[src/rtl/imm_gen_pipe_if.sv]
// Handshake/payload bundle between an instruction producer, imm_gen_pipe and its result consumer.
// The master side drives instructions and out_ready_i; the slave side is the decoder.
interface imm_gen_pipe_if #(
  parameter int XLEN = 32
);
  logic            in_valid_i;
  logic            in_ready_o;
  logic [31:0]     instr_i;
  logic            out_valid_o;
  logic            out_ready_i;
  logic [XLEN-1:0] imm_o;
  logic [2:0]      fmt_o;

  modport master (
    output in_valid_i, instr_i, out_ready_i,
    input  in_ready_o, out_valid_o, imm_o, fmt_o
  );

  modport slave (
    input  in_valid_i, instr_i, out_ready_i,
    output in_ready_o, out_valid_o, imm_o, fmt_o
  );
endinterface

[src/rtl/imm_gen_pipe.sv]
// RV32/RV64 immediate decoder feeding a small result FIFO (DEPTH entries, latency 1 when empty).
// Optional IMM_GEN_ILLEGAL_EN adds illegal_o, flagging unknown opcodes or non-32-bit encodings.
module imm_gen_pipe #(
  parameter int XLEN  = 32,
  parameter int DEPTH = 2
) (
  input  logic clk_i,
  input  logic rst_n_i,
  input  logic flush_i,
  imm_gen_pipe_if.slave bus
`ifdef IMM_GEN_ILLEGAL_EN
  ,
  output logic illegal_o
`endif
);

  localparam int PTR_W = (DEPTH > 1) ? $clog2(DEPTH) : 1;
  localparam int CNT_W = $clog2(DEPTH + 1);

  typedef enum logic [2:0] {
    FMT_NONE  = 3'd0,
    FMT_I     = 3'd1,
    FMT_S     = 3'd2,
    FMT_B     = 3'd3,
    FMT_U     = 3'd4,
    FMT_J     = 3'd5,
    FMT_SHAMT = 3'd6
  } fmt_e;

  localparam logic [6:0] OPC_LOAD     = 7'b0000011;
  localparam logic [6:0] OPC_OP_IMM   = 7'b0010011;
  localparam logic [6:0] OPC_AUIPC    = 7'b0010111;
  localparam logic [6:0] OPC_OP_IMM32 = 7'b0011011;
  localparam logic [6:0] OPC_STORE    = 7'b0100011;
  localparam logic [6:0] OPC_LUI      = 7'b0110111;
  localparam logic [6:0] OPC_BRANCH   = 7'b1100011;
  localparam logic [6:0] OPC_JALR     = 7'b1100111;
  localparam logic [6:0] OPC_JAL      = 7'b1101111;

  logic [31:0]     instr;
  logic [6:0]      opcode;
  logic            is_shift;
  fmt_e            dec_fmt;
  logic [XLEN-1:0] dec_imm;
`ifdef IMM_GEN_ILLEGAL_EN
  logic            dec_illegal;
`endif

  assign instr    = bus.instr_i;
  assign opcode   = instr[6:0];
  assign is_shift = (instr[14:12] == 3'b001) || (instr[14:12] == 3'b101);

  // Sized casts of signed operands sign-extend from instr[31] up to XLEN-1.
  always_comb begin
    dec_fmt = FMT_NONE;
    dec_imm = '0;
    case (opcode)
      OPC_LOAD, OPC_JALR: begin
        dec_fmt = FMT_I;
        dec_imm = XLEN'($signed(instr[31:20]));
      end
      OPC_OP_IMM: begin
        if (is_shift) begin
          dec_fmt = FMT_SHAMT;
          dec_imm = (XLEN == 64) ? XLEN'(instr[25:20]) : XLEN'(instr[24:20]);
        end else begin
          dec_fmt = FMT_I;
          dec_imm = XLEN'($signed(instr[31:20]));
        end
      end
      OPC_OP_IMM32: begin
        if (XLEN == 64) begin
          if (is_shift) begin
            dec_fmt = FMT_SHAMT;
            dec_imm = XLEN'(instr[24:20]);
          end else begin
            dec_fmt = FMT_I;
            dec_imm = XLEN'($signed(instr[31:20]));
          end
        end
      end
      OPC_STORE: begin
        dec_fmt = FMT_S;
        dec_imm = XLEN'($signed({instr[31:25], instr[11:7]}));
      end
      OPC_BRANCH: begin
        dec_fmt = FMT_B;
        dec_imm = XLEN'($signed({instr[31], instr[7], instr[30:25], instr[11:8], 1'b0}));
      end
      OPC_LUI, OPC_AUIPC: begin
        dec_fmt = FMT_U;
        dec_imm = XLEN'($signed({instr[31:12], 12'h000}));
      end
      OPC_JAL: begin
        dec_fmt = FMT_J;
        dec_imm = XLEN'($signed({instr[31], instr[19:12], instr[20], instr[30:21], 1'b0}));
      end
      default: ;
    endcase
`ifdef IMM_GEN_ILLEGAL_EN
    dec_illegal = (dec_fmt == FMT_NONE) || (instr[1:0] != 2'b11);
    if (dec_illegal) begin
      dec_fmt = FMT_NONE;
      dec_imm = '0;
    end
`endif
  end

  logic [XLEN-1:0] imm_mem_q [DEPTH];
  logic [2:0]      fmt_mem_q [DEPTH];
`ifdef IMM_GEN_ILLEGAL_EN
  logic            ill_mem_q [DEPTH];
`endif

  logic [PTR_W-1:0] wr_ptr_q, wr_ptr_d;
  logic [PTR_W-1:0] rd_ptr_q, rd_ptr_d;
  logic [CNT_W-1:0] count_q, count_d;
  logic             push;
  logic             pop;
  logic             not_empty;

  function automatic logic [PTR_W-1:0] ptr_inc(input logic [PTR_W-1:0] p);
    return (p == PTR_W'(DEPTH - 1)) ? '0 : p + 1'b1;
  endfunction

  assign not_empty      = (count_q != '0);
  assign bus.in_ready_o = (count_q < CNT_W'(DEPTH));
  assign bus.out_valid_o = not_empty;
  assign bus.imm_o      = not_empty ? imm_mem_q[rd_ptr_q] : '0;
  assign bus.fmt_o      = not_empty ? fmt_mem_q[rd_ptr_q] : 3'd0;
`ifdef IMM_GEN_ILLEGAL_EN
  assign illegal_o      = not_empty && ill_mem_q[rd_ptr_q];
`endif

  // A flush cancels both the push and the pop of its cycle.
  assign push = bus.in_valid_i && bus.in_ready_o && !flush_i;
  assign pop  = not_empty && bus.out_ready_i && !flush_i;

  always_comb begin
    wr_ptr_d = wr_ptr_q;
    rd_ptr_d = rd_ptr_q;
    count_d  = count_q;
    if (flush_i) begin
      wr_ptr_d = '0;
      rd_ptr_d = '0;
      count_d  = '0;
    end else begin
      if (push) wr_ptr_d = ptr_inc(wr_ptr_q);
      if (pop)  rd_ptr_d = ptr_inc(rd_ptr_q);
      case ({push, pop})
        2'b10:   count_d = count_q + 1'b1;
        2'b01:   count_d = count_q - 1'b1;
        default: count_d = count_q;
      endcase
    end
  end

  always_ff @(posedge clk_i or negedge rst_n_i) begin
    if (!rst_n_i) begin
      wr_ptr_q <= '0;
      rd_ptr_q <= '0;
      count_q  <= '0;
    end else begin
      wr_ptr_q <= wr_ptr_d;
      rd_ptr_q <= rd_ptr_d;
      count_q  <= count_d;
    end
  end

  // Payload storage needs no reset: outputs are masked to zero while empty.
  always_ff @(posedge clk_i) begin
    if (push) begin
      imm_mem_q[wr_ptr_q] <= dec_imm;
      fmt_mem_q[wr_ptr_q] <= dec_fmt;
`ifdef IMM_GEN_ILLEGAL_EN
      ill_mem_q[wr_ptr_q] <= dec_illegal;
`endif
    end
  end

endmodule

[src/flat_wrapper.sv]
// flat-port wrapper written by rule: the top's interface ports become plain ports
module imm_gen_pipe_flat 
#(
  parameter int XLEN  = 32,
  parameter int DEPTH = 2
)
  (clk_i, rst_n_i, flush_i, bus_in_valid_i, bus_instr_i, bus_out_ready_i, bus_in_ready_o, bus_out_valid_o, bus_imm_o, bus_fmt_o);
  imm_gen_pipe_if #(.XLEN(XLEN)) bus_i ();
  input  logic clk_i;
  input  logic rst_n_i;
  input  logic flush_i;
  input wire logic [$bits(bus_i.in_valid_i)-1:0] bus_in_valid_i;
  input wire logic [$bits(bus_i.instr_i)-1:0] bus_instr_i;
  input wire logic [$bits(bus_i.out_ready_i)-1:0] bus_out_ready_i;
  output wire logic [$bits(bus_i.in_ready_o)-1:0] bus_in_ready_o;
  output wire logic [$bits(bus_i.out_valid_o)-1:0] bus_out_valid_o;
  output wire logic [$bits(bus_i.imm_o)-1:0] bus_imm_o;
  output wire logic [$bits(bus_i.fmt_o)-1:0] bus_fmt_o;
  assign bus_i.in_valid_i = bus_in_valid_i;
  assign bus_i.instr_i = bus_instr_i;
  assign bus_i.out_ready_i = bus_out_ready_i;
  assign bus_in_ready_o = bus_i.in_ready_o;
  assign bus_out_valid_o = bus_i.out_valid_o;
  assign bus_imm_o = bus_i.imm_o;
  assign bus_fmt_o = bus_i.fmt_o;
  imm_gen_pipe #(.XLEN(XLEN), .DEPTH(DEPTH)) u_core (.clk_i(clk_i), .rst_n_i(rst_n_i), .flush_i(flush_i), .bus(bus_i));
endmodule
[config.mk]
export PLATFORM = sky130hd
export DESIGN_NAME = imm_gen_pipe_flat
export DESIGN_NICKNAME = d
export VERILOG_FILES = /design/src/rtl/imm_gen_pipe_if.sv /design/src/rtl/imm_gen_pipe.sv /design/src/flat_wrapper.sv
export SDC_FILE = /design/constraint.sdc
export NUM_CORES = 1
export LEC_CHECK = 0
export CAP_MARGIN = 20
export CORE_MARGIN = 2
export CORE_UTILIZATION = 35
export CTS_CLUSTER_DIAMETER = 50
export DETAILED_ROUTE_END_ITERATION = 10
export PLACE_DENSITY = 0.59
export SLEW_MARGIN = 20
export SYNTH_ARGS = -nofsm -noshare
export SYNTH_HDL_FRONTEND = slang
export SYNTH_SLANG_ARGS = --single-unit
[constraint.sdc]
create_clock -name clk_i -period 4.1 [get_ports clk_i]
set_input_delay 0.615 -clock clk_i [delete_from_list [all_inputs] [get_ports clk_i]]
set_output_delay 0.615 -clock clk_i [all_outputs]
set_load 0.1 [all_outputs]
**Run 1: selected gate families**

(4 px per um)
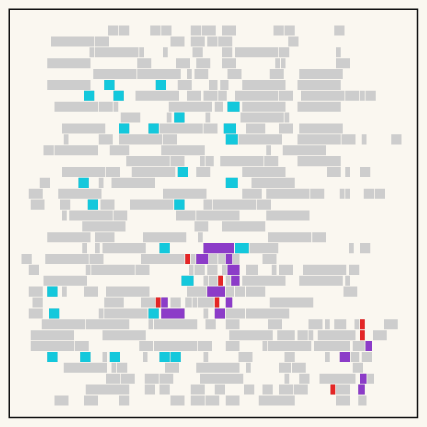
non-inverting ao/oa cells -> cyan  # cells 26, most used a21o_1
aoi and oai cells -> purple  # cells 14, most used o21ai_0
inv cells -> red  # cells 7, most used inv_1
non-filler cells, final: 451
most common logic cell in the routed design: sky130_fd_sc_hd__edfxtp_1

**Run 1: clock distribution**

(4 px per um)
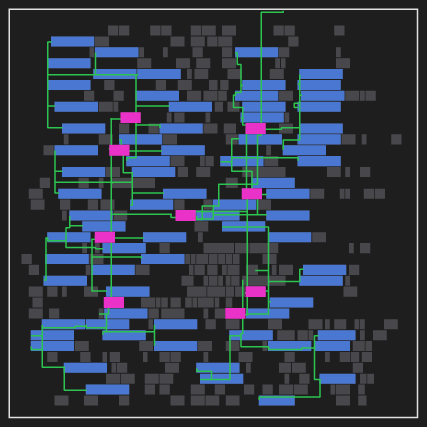
clock-net drivers -> magenta  # count 9
flip-flops -> blue  # count 74
clock wires -> green  # length 845 um
flops lie = spread over the die
routed clock nets = 10
Clock power frac: 0.338
setup clock skew after layout: 11.0 ps
latest clock arrival within the worst-skew pair: 340 ps
Clock group: 0.650 mW

==> run_results.csv, run 1 <==
group,metric,value,unit
die,fp_util,0.362,
clock_network,clk_transition_reported_paths,80,ps
sta,rsz0062_at_grt,"false",
critical_path,timing.critical_path.max_delay_family,"buffers and inverters",
synthesis,sequential_cell_area_fraction_in_the_yosys_report,0.659,
drt,drt-initial-drc-count,82,
synthesis,synth.area.top_cells,"sky130_fd_sc_hd__edfxtp_1 (63%), sky130_fd_sc_hd__mux2i_1 (10%), sky130_fd_sc_hd__nor2_1 (4.9%)",
synthesis,post_synth_num_cell_types,36,
final_layout,drive_gt1_frac,0.189,
outcome,outcome,"finished clean",
die,core_area,9240,um^2
clock_network,hold_bufs_at_cts,0,
placement,hpwl,4840,um
synthesis,library_cell_occupying_the_most_area_in_the_post_synthesis_netlist,"sky130_fd_sc_hd__edfxtp_1",
critical_path,worst_setup_path_end_kind,"primary output",
synthesis,synthesis.yosys.warnings,0,
sta,maxSlewViolCount,0,
power_and_ir_drop,post-layout-total-power,1.92,mW
power_and_ir_drop,power.switching,0.560,mW
critical_path,timing.critical_path.slowest_cell_delay,980,ps
clock_network,numCtsBuffers,9,
sta,report.final.setup_viol,0,
sta,max_freq,337,MHz
critical_path,timing.critical_path.from_type,"register",
synthesis,synthFlopType,"sky130_fd_sc_hd__edfxtp_1",
critical_path,crit_fanout,36,
**Run 1: wiring heat map**

(4 px per um) 20 x 20 tiles, from white (low) to dark blue (high), scaled to the fullest tile. Values are wire area over tile area, all layers added.
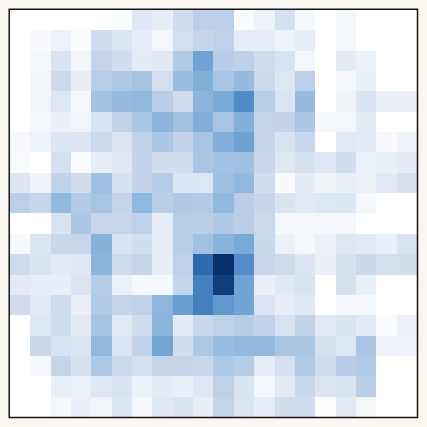
mean over tiles = 0.11
tiles over half the peak = 4.0%
emptiest ninth of the die = north-east
nearly empty tiles = 14%
densest ninth of the die = center
fullest tile = 0.58
overall via count from detail_route: 2185
wire length per cell: 16.2 um
Total Routing Usage GR: 0.148

**Run 1: port wiring**

(4 px per um)
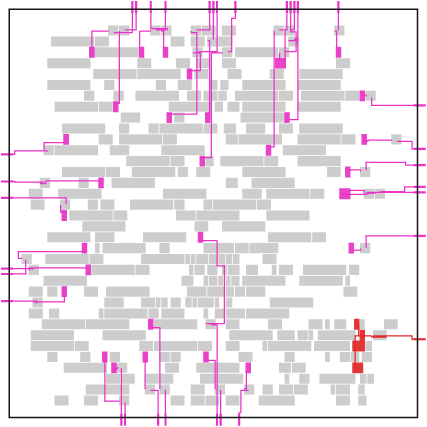
`bus_imm_o` -> magenta  # bits 32, direction output, edge 13 north, 7 south, 6 east, 6 west, end cells 32, buffers 32, wire 691 um
`bus_out_ready_i` -> red  # bits 1, direction input, edge east, end cells 4, buffers 1, wire 31.1 um
input/output buffers: 73
total I/O pin count: 74

==> run 1: placed cells by master (no fill, tap or decap), types with 3 or more instances in the layout <==
| cell | synthesis | layout |
|---|---|---|
| sky130_fd_sc_hd__edfxtp_1 | 70 | 70 |
| sky130_fd_sc_hd__nor2_1 | 44 | 43 |
| sky130_fd_sc_hd__clkdlybuf4s50_1 | 0 | 38 |
| sky130_fd_sc_hd__buf_4 | 0 | 38 |
| sky130_fd_sc_hd__mux2i_1 | 35 | 35 |
| sky130_fd_sc_hd__a21o_1 | 20 | 20 |
| sky130_fd_sc_hd__clkbuf_8 | 0 | 9 |
| sky130_fd_sc_hd__inv_1 | 7 | 7 |
| sky130_fd_sc_hd__and2_1 | 6 | 6 |
| sky130_fd_sc_hd__o21ai_0 | 4 | 4 |
| sky130_fd_sc_hd__nand2_1 | 4 | 4 |
| sky130_fd_sc_hd__a22o_1 | 4 | 4 |
| sky130_fd_sc_hd__nand3_1 | 3 | 3 |
| sky130_fd_sc_hd__xor2_1 | 3 | 3 |
| sky130_fd_sc_hd__bufinv_16 | 0 | 3 |
| sky130_fd_sc_hd__dfrtp_1 | 4 | 3 |
==> run 1: worst paths after layout <==
kind | cells past startpoint | endpoint | from
worst max-delay path | 4 | bus_out_valid_o | u_core.count_q[0]
worst min-delay path | 1 | u_core.wr_ptr_q | rst_n_i
worst max register to register | 3 | u_core.imm_mem_q[1][24] | u_core.count_q[1]
worst min register to register | 2 | u_core.count_q[1] | u_core.count_q[1]
max in group asynchronous | 1 | u_core.rd_ptr_q | rst_n_i
min in group clk_i | 2 | u_core.count_q[1] | u_core.count_q[1]
==> run 1: logic make-up after synthesis <==
family / synth area share
AND-OR/OR-AND: 0.0966
buffers and inverters: 0.0243
multiplexers: 0.105
XOR/XNOR: 0.00787
AND/OR/NAND/NOR: 0.107
flip-flops: 0.659
==> run 1: stage by stage <==
step / worst slack, ps / cell area, um^2 / cells
6_report: 1130 / 4360 / 451
5_1_grt: 1010 / 4360 / 451
4_1_cts: 1100 / 4360 / 451
3_5_place_dp: 1480 / 4130 / 436
3_3_place_gp: 1490 / 4130 / 436
2_1_floorplan: 268 / 3340 / 242
==> run 1: final cells by class <==
class | count | area share
flip-flops and latches | 74 | 0.506
multi-input cells | 150 | 0.246
repair buffers | 76 | 0.153
well taps | 129 | 0.0370
clock buffers | 9 | 0.0284
clock inverters | 6 | 0.0244
inverters | 7 | 0.00603
==> run 1: worst reg2reg max path, delay by kind of cell, from the launching register on <==
| kind | cells | cell delay (ps) |
|---|---|---|
| and+or+nand+nor | 2 | 470 |
| buffers and inverters | 1 | 460 |
| DFF | 1 | 430 |
==> run 1: flip-flops by register name, summed over array words and instances (netlist names) <==
| register | cells |
|---|---|
| u_core.imm_mem_q | 64 |
| u_core.wr_ptr_q | 1 |
| u_core.count_q | 2 |
| u_core.fmt_mem_q | 6 |
| u_core.rd_ptr_q | 1 |
==> run 1: per-layer routing <==
metal,global-route usage,vias up,share of wire
li1,-,1050,-
met1,0.180,1054,0.44
met2,0.254,68,0.51
met3,0.0276,13,0.036
met4,0.0696,0,0.016
met5,0,-,0
==> run 2, diff against run 1 <==
==> constraint.sdc (replaced) <==
create_clock -name clk_i -period 2.78 [get_ports clk_i]
set_input_delay 0.417 -clock clk_i [delete_from_list [all_inputs] [get_ports clk_i]]
set_output_delay 0.417 -clock clk_i [all_outputs]
set_load 0.1 [all_outputs]
**Run 2: clock distribution**

(4 px per um)
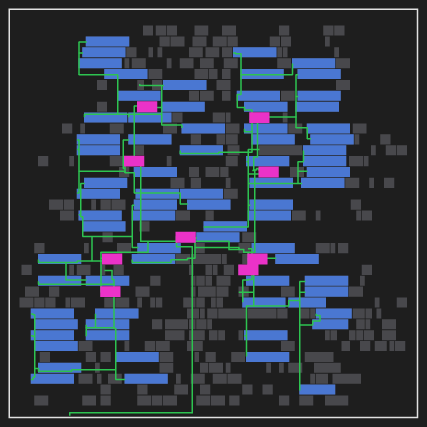
flip-flops -> blue  # count 74
clock wires -> green  # length 845 um
clock-net drivers -> magenta  # count 9
routed clock nets = 10
flops lie = spread over the die
Clock group: 0.809 mW
Clock power frac: 0.299
setup clock skew after layout: 5.06 ps
latest clock arrival within the worst-skew pair: 330 ps

**Run 2: port wiring**

(4 px per um)
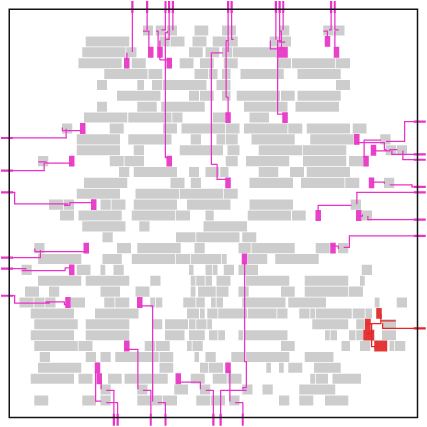
`bus_imm_o` -> magenta  # bits 32, direction output, edge 12 north, 7 east, 7 south, 6 west, end cells 32, buffers 32, wire 626 um
`bus_out_ready_i` -> red  # bits 1, direction input, edge east, end cells 4, buffers 1, wire 27.2 um

**Run 2: wiring heat map**

(4 px per um) 20 x 20 tiles, from white (low) to dark blue (high), scaled to the fullest tile. Values are wire area over tile area, all layers added.
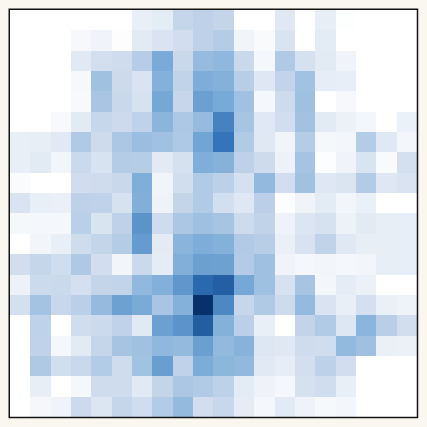
nearly empty tiles = 18%
emptiest ninth of the die = north-east
mean over tiles = 0.11
Total Routing Usage GR: 0.146
wire length per cell: 16.2 um
WL final: 7370 um

==> run 2 against run 1 <==
- synthesized cell count stayed put
- routed wire length is 1.0% higher
- global-route usage is 0.18 points lower
- cell count is 1.1% higher
- die size stayed put
==> run_results.csv, run 2 <==
group,metric,value,unit
outcome,outcome,"finished clean",
final_layout,area_growth_syn_to_layout,31.6,%
clock_network,hold_bufs_at_cts,0,
clock_network,clk_transition_reported_paths,80,ps
critical_path,worst_setup_path_end_kind,"primary output",
critical_path,timing.critical_path.from_type,"register",
placement,gp_routability_congestion,0.842,
synthesis,synth_dominant_cell_count,"sky130_fd_sc_hd__edfxtp_1",
sta,report.final.setup_viol,0,
critical_path,crit_fanout,29,
placement,hpwl,4940,um
grt,grt_remaining_overflow,0,
placement,postPlaceCellArea,4200,um^2
synthesis,synthFlopType,"sky130_fd_sc_hd__edfxtp_1",
sta,rsz0062_at_grt,"false",
die,die_area,10300,um^2
synthesis,synthesis.yosys.warnings,0,
clock_network,numCtsBuffers,9,
final_layout,drive_gt1_frac,0.211,
clock_network,clock_tree.htree_level_count,3,
final_layout,final_cell_count_no_fill,456,
synthesis,library_cell_occupying_the_most_area_in_the_post_synthesis_netlist,"sky130_fd_sc_hd__edfxtp_1",
final_layout,flip_flop_count_of_the_largest_register_all_copies_and_words_added,64,
synthesis,postSynthCellCount,242,
final_layout,final_cell_mix,"sky130_fd_sc_hd__edfxtp_1 (70), sky130_fd_sc_hd__nor2_1 (43), sky130_fd_sc_hd__buf_4 (41)",
synthesis,post_synth_num_cell_types,36,
final_layout,largest_registers,"u_core.imm_mem_q (64), u_core.fmt_mem_q (6), u_core.count_q (2)",
final_layout,layout_top_cell,"sky130_fd_sc_hd__edfxtp_1",
placement,port_buffers,73,
die,core_area,9240,um^2
clock_network,clock_sink_count,74,
drt,vias,2185,
placement,cells_after_dpl,440,
final_layout,top_register,"u_core.imm_mem_q",
sta,max_freq,462,MHz
synthesis,syn_area,3340,um^2
drt,detail_route.vias_per_cell,4.79,
synthesis,postSynth.asyncResetShare,0.0541,
die,fp_util,0.362,
sta,maxSlewViolCount,0,
synthesis,post_synth_tally_of_flip_flops_with_integrated_enable,70,
drt,drt-initial-drc-count,225,
synthesis,sequential_cell_area_fraction_in_the_yosys_report,0.659,
die,io_pins,74,
sta,hold_violations,0,
final_layout,final_design_area_no_fill,4400,um^2
grt,grt_start_max_net_pins,36,
drt,drc,0,
synthesis,synth.area.top_cells,"sky130_fd_sc_hd__edfxtp_1 (63%), sky130_fd_sc_hd__mux2i_1 (10%), sky130_fd_sc_hd__nor2_1 (4.9%)",
[run 2: path summary, 6_finish.rpt]
path / startpoint / endpoint / slack, ps / cells past startpoint
worst max register to register: u_core.count_q[1] / u_core.imm_mem_q[1][24] / 1200 / 3
worst min register to register: u_core.count_q[1] / u_core.count_q[1] / 620 / 2
max in group asynchronous: rst_n_i / u_core.rd_ptr_q / 2320 / 1
worst min-delay path: rst_n_i / u_core.wr_ptr_q / 280 / 1
worst max-delay path: u_core.count_q[0] / bus_imm_o[27] / 610 / 4
min in group clk_i: u_core.count_q[1] / u_core.count_q[1] / 620 / 2
[run 2: cell type report]
type	count	area, um^2	share of cell area
Clock inverter	6	66.3	0.0151
Clock buffer	10	128	0.0290
Timing Repair Buffer	80	728	0.166
Inverter	7	26.3	0.00598
Multi-Input combinational cell	150	1080	0.246
Sequential cell	74	2200	0.501
Tap cell	129	161	0.0367
[run 2: kinds of logic after synthesis]
logic type / share of synthesized area
mux: 0.105
simple gates: 0.107
flops: 0.659
xor+xnor: 0.00787
compound gates: 0.0966
buf+inv: 0.0243
[run 2: per-stage QoR]
stage / setup slack [ps] / hold WS, ps / util / total power, mW
6_report: 614 / 278 / 0.476 / 2.70
5_1_grt: 505 / 281 / 0.476 / 2.80
4_1_cts: 566 / 271 / 0.476 / 2.73
3_5_place_dp: 412 / 610 / 0.455 / 1.92
3_3_place_gp: 430 / 594 / 0.455 / 1.92
2_1_floorplan: 34.7 / 121 / - / 1.74
[run 2: metal layers]
metal	GRT usage	wire (um)	up-vias
li1	-	-	1062
met1	0.180	3070	1061
met2	0.253	3850	56
met3	0.0283	359	6
met4	0.0582	81	0
met5	0	0	-
[run 2: critical path, stage by stage, from the launching register on]
cell and delay (ps):
sky130_fd_sc_hd__dfrtp_1 440, sky130_fd_sc_hd__nor2_2 370, sky130_fd_sc_hd__buf_12 250, sky130_fd_sc_hd__nor2_1 90
sky130_fd_sc_hd__buf_4 240
[run 2: report_power, final]
group          internal (mW)  switching (mW)
Sequential              1.27          0.0148
Clock                  0.416           0.393
Combinational          0.168           0.444
==> run 3, diff against run 2 <==
==> constraint.sdc (replaced) <==
create_clock -name clk_i -period 2.04 [get_ports clk_i]
set_input_delay 0.306 -clock clk_i [delete_from_list [all_inputs] [get_ports clk_i]]
set_output_delay 0.306 -clock clk_i [all_outputs]
set_load 0.1 [all_outputs]
**Run 3: selected gate families**

(4 px per um)
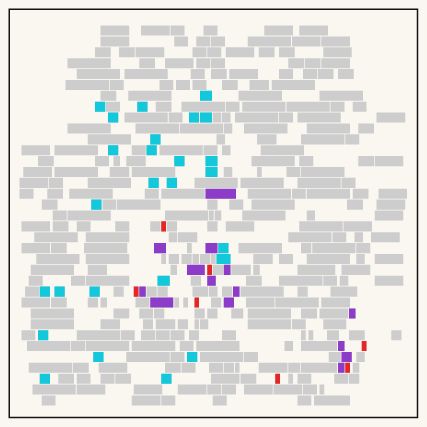
non-inverting ao/oa cells -> cyan  # cells 26, most used a21o_1
aoi and oai cells -> purple  # cells 14, most used o21ai_0
inv cells -> red  # cells 7, most used inv_1
multi-input gate share of total cell area: 0.254
non-filler cells, final: 473

**Run 3: routing congestion map**

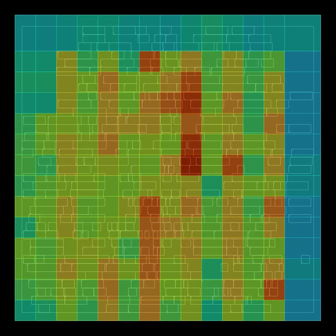
busiest layer in global routing: met2
Total Routing Usage GR: 0.149
global-route met2 utilization: 0.258
GRT met3 Usage: 0.0235
wire length per cell: 15.5 um

**Run 3: wiring heat map**

(4 px per um) 20 x 20 tiles, from white (low) to dark blue (high), scaled to the fullest tile. Values are wire area over tile area, all layers added.
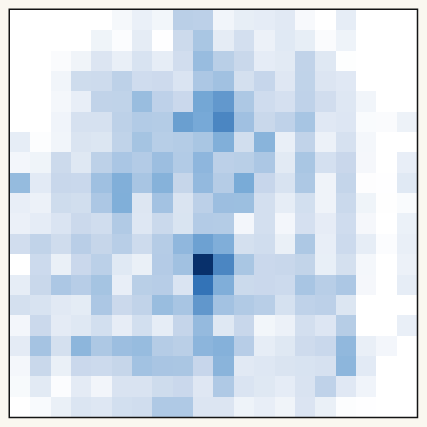
densest ninth of the die = center
tiles over half the peak = 2.5%
mean over tiles = 0.11
nearly empty tiles = 16%
overall via count from detail_route: 2236
WL final: 7350 um

==> run 3 against run 2 <==
- cell count up 3.7%
- final area rose by 19%
- routed wire length down 0.16%
- highest routed layer unchanged
- non-clock buffer count rose by 18
- die size unchanged
- count of clock-buffer cells in the layout fell by 1
- largest cell class unchanged
- synthesized cell count unchanged
- combinational power increased by 81%
- global-route usage increased by 0.33 points
- largest power group unchanged
- clock power rose by 15%
- clock skew grew 2.0 ps
- synthesized area unchanged
- critical endpoint is now bus_imm_o[24]
==> run_results.csv, run 3 <==
group,metric,value,unit
outcome,outcome,"finished clean",
sta,report.final.setup_viol,0,
critical_path,timing.critical_path.slowest_cell_delay,380,ps
critical_path,critPathCapture,"bus_imm_o[24]",
drt,drt-initial-drc-count,78,
final_layout,largest_registers,"u_core.imm_mem_q (64), u_core.fmt_mem_q (6), u_core.count_q (2)",
final_layout,top_register,"u_core.imm_mem_q",
synthesis,postSynthCellCount,242,
clock_network,latest_clock_arrival_within_the_worst_skew_pair,340,ps
power_and_ir_drop,pwr-share-seq,0.462,
clock_network,clock_sink_count,74,
power_and_ir_drop,clock_power_frac,0.245,
final_layout,drive_gt1_frac,0.352,
critical_path,worstSetupStartpoint,"u_core.rd_ptr_q",
critical_path,timing.critical_path.from_type,"register",
sta,hold_violations,0,
power_and_ir_drop,post-layout-total-power,3.79,mW
final_layout,flip_flop_count_of_the_largest_register_all_copies_and_words_added,64,
die,io_pins,74,
die,core_area,9240,um^2
final_layout,area_growth_syn_to_layout,56.2,%
placement,cells_after_dpl,458,
critical_path,timing.critical_path.slowest_stage_cell,"sky130_fd_sc_hd__dfrtp_2",
sta,rsz0062_at_grt,"false",
grt,grt_remaining_overflow,0,
critical_path,crit-reg2reg-launch,"u_core.count_q[1]",
clock_network,numCtsBuffers,9,
synthesis,synth.area.top_cells,"sky130_fd_sc_hd__edfxtp_1 (63%), sky130_fd_sc_hd__mux2i_1 (10%), sky130_fd_sc_hd__nor2_1 (4.9%)",
placement,hpwl,5400,um
synthesis,post_synth_tally_of_flip_flops_with_integrated_enable,70,
clock_network,hold_bufs_at_cts,0,
critical_path,worst_r2r_path_depth,3,
synthesis,sequential_cell_area_fraction_in_the_yosys_report,0.659,
synthesis,synth_dominant_cell_count,"sky130_fd_sc_hd__edfxtp_1",
synthesis,library_cell_occupying_the_most_area_in_the_post_synthesis_netlist,"sky130_fd_sc_hd__edfxtp_1",
synthesis,syn_area,3340,um^2
## run 3: worst register-to-register path: stages, from the launching register on
cell and delay (ps):
sky130_fd_sc_hd__dfrtp_1 440, sky130_fd_sc_hd__nand2b_1 290, sky130_fd_sc_hd__nor3b_4 280, sky130_fd_sc_hd__buf_12 250
## run 3: cell families after synthesis
logic type / synth area share
buffers and inverters: 0.0243
multiplexers: 0.105
AND/OR/NAND/NOR: 0.107
XOR/XNOR: 0.00787
AND-OR/OR-AND: 0.0966
flip-flops: 0.659
## run 3: layer usage
layer	part of all wire	vias to the layer above	track usage
met1	0.43	1081	0.188
met4	0.016	0	0.0593
li1	-	1102	-
met3	0.027	11	0.0235
met5	0	-	0
met2	0.53	42	0.258
## run 3: through the flow
stage	hold WS (ps)	worst slack (ps)	utilization	cell area, um^2
6_report	172	130	0.565	5220
5_1_grt	176	51.5	0.565	5220
4_1_cts	164	31.1	0.564	5210
3_5_place_dp	533	-120	0.547	5050
3_3_place_gp	529	-85.6	0.547	5050
2_1_floorplan	10.4	-24.2	-	3600
## run 3: what timing repair did
action | 4_1_cts | 5_1_grt
gates resized | 0 | 1
endpoints found under the setup margin | 0 | 5
buffers inserted | 0 | 0
## run 3: cell type report
cell class / instances / area, um^2 / share of cell area
Timing Repair Buffer: 98 / 1340 / 0.257
Clock inverter: 6 / 35.0 / 0.00671
Sequential cell: 74 / 2200 / 0.422
Tap cell: 129 / 161 / 0.0309
Multi-Input combinational cell: 150 / 1330 / 0.254
Inverter: 7 / 26.3 / 0.00504
Clock buffer: 9 / 124 / 0.0237
## run 3: worst min-delay path by stage
| stage | startpoint | to | slack, ps | depth (start not counted) |
|---|---|---|---|---|
| final | rst_n_i | u_core.count_q[0] | 170 | 1 |
| after global placement | rst_n_i | u_core.count_q[0] | 530 | 1 |
| after floorplan | rst_n_i | u_core.count_q[0] | 10 | 0 |
| after detailed placement | rst_n_i | u_core.count_q[0] | 530 | 1 |
| after global routing | rst_n_i | u_core.count_q[0] | 180 | 1 |
| after CTS | rst_n_i | u_core.count_q[0] | 160 | 1 |
## run 3: power by group through the flow
stage	clock network, mW	logic [mW]	registers (mW)
floorplan	0	0.684	1.78
global placement	0	1.12	1.78
detailed placement	0	1.12	1.78
CTS	0.955	1.12	1.75
global route	1.00	1.16	1.75
finish	0.928	1.11	1.75
Power figures rest on the tool's default switching activity, not on a simulated workload.
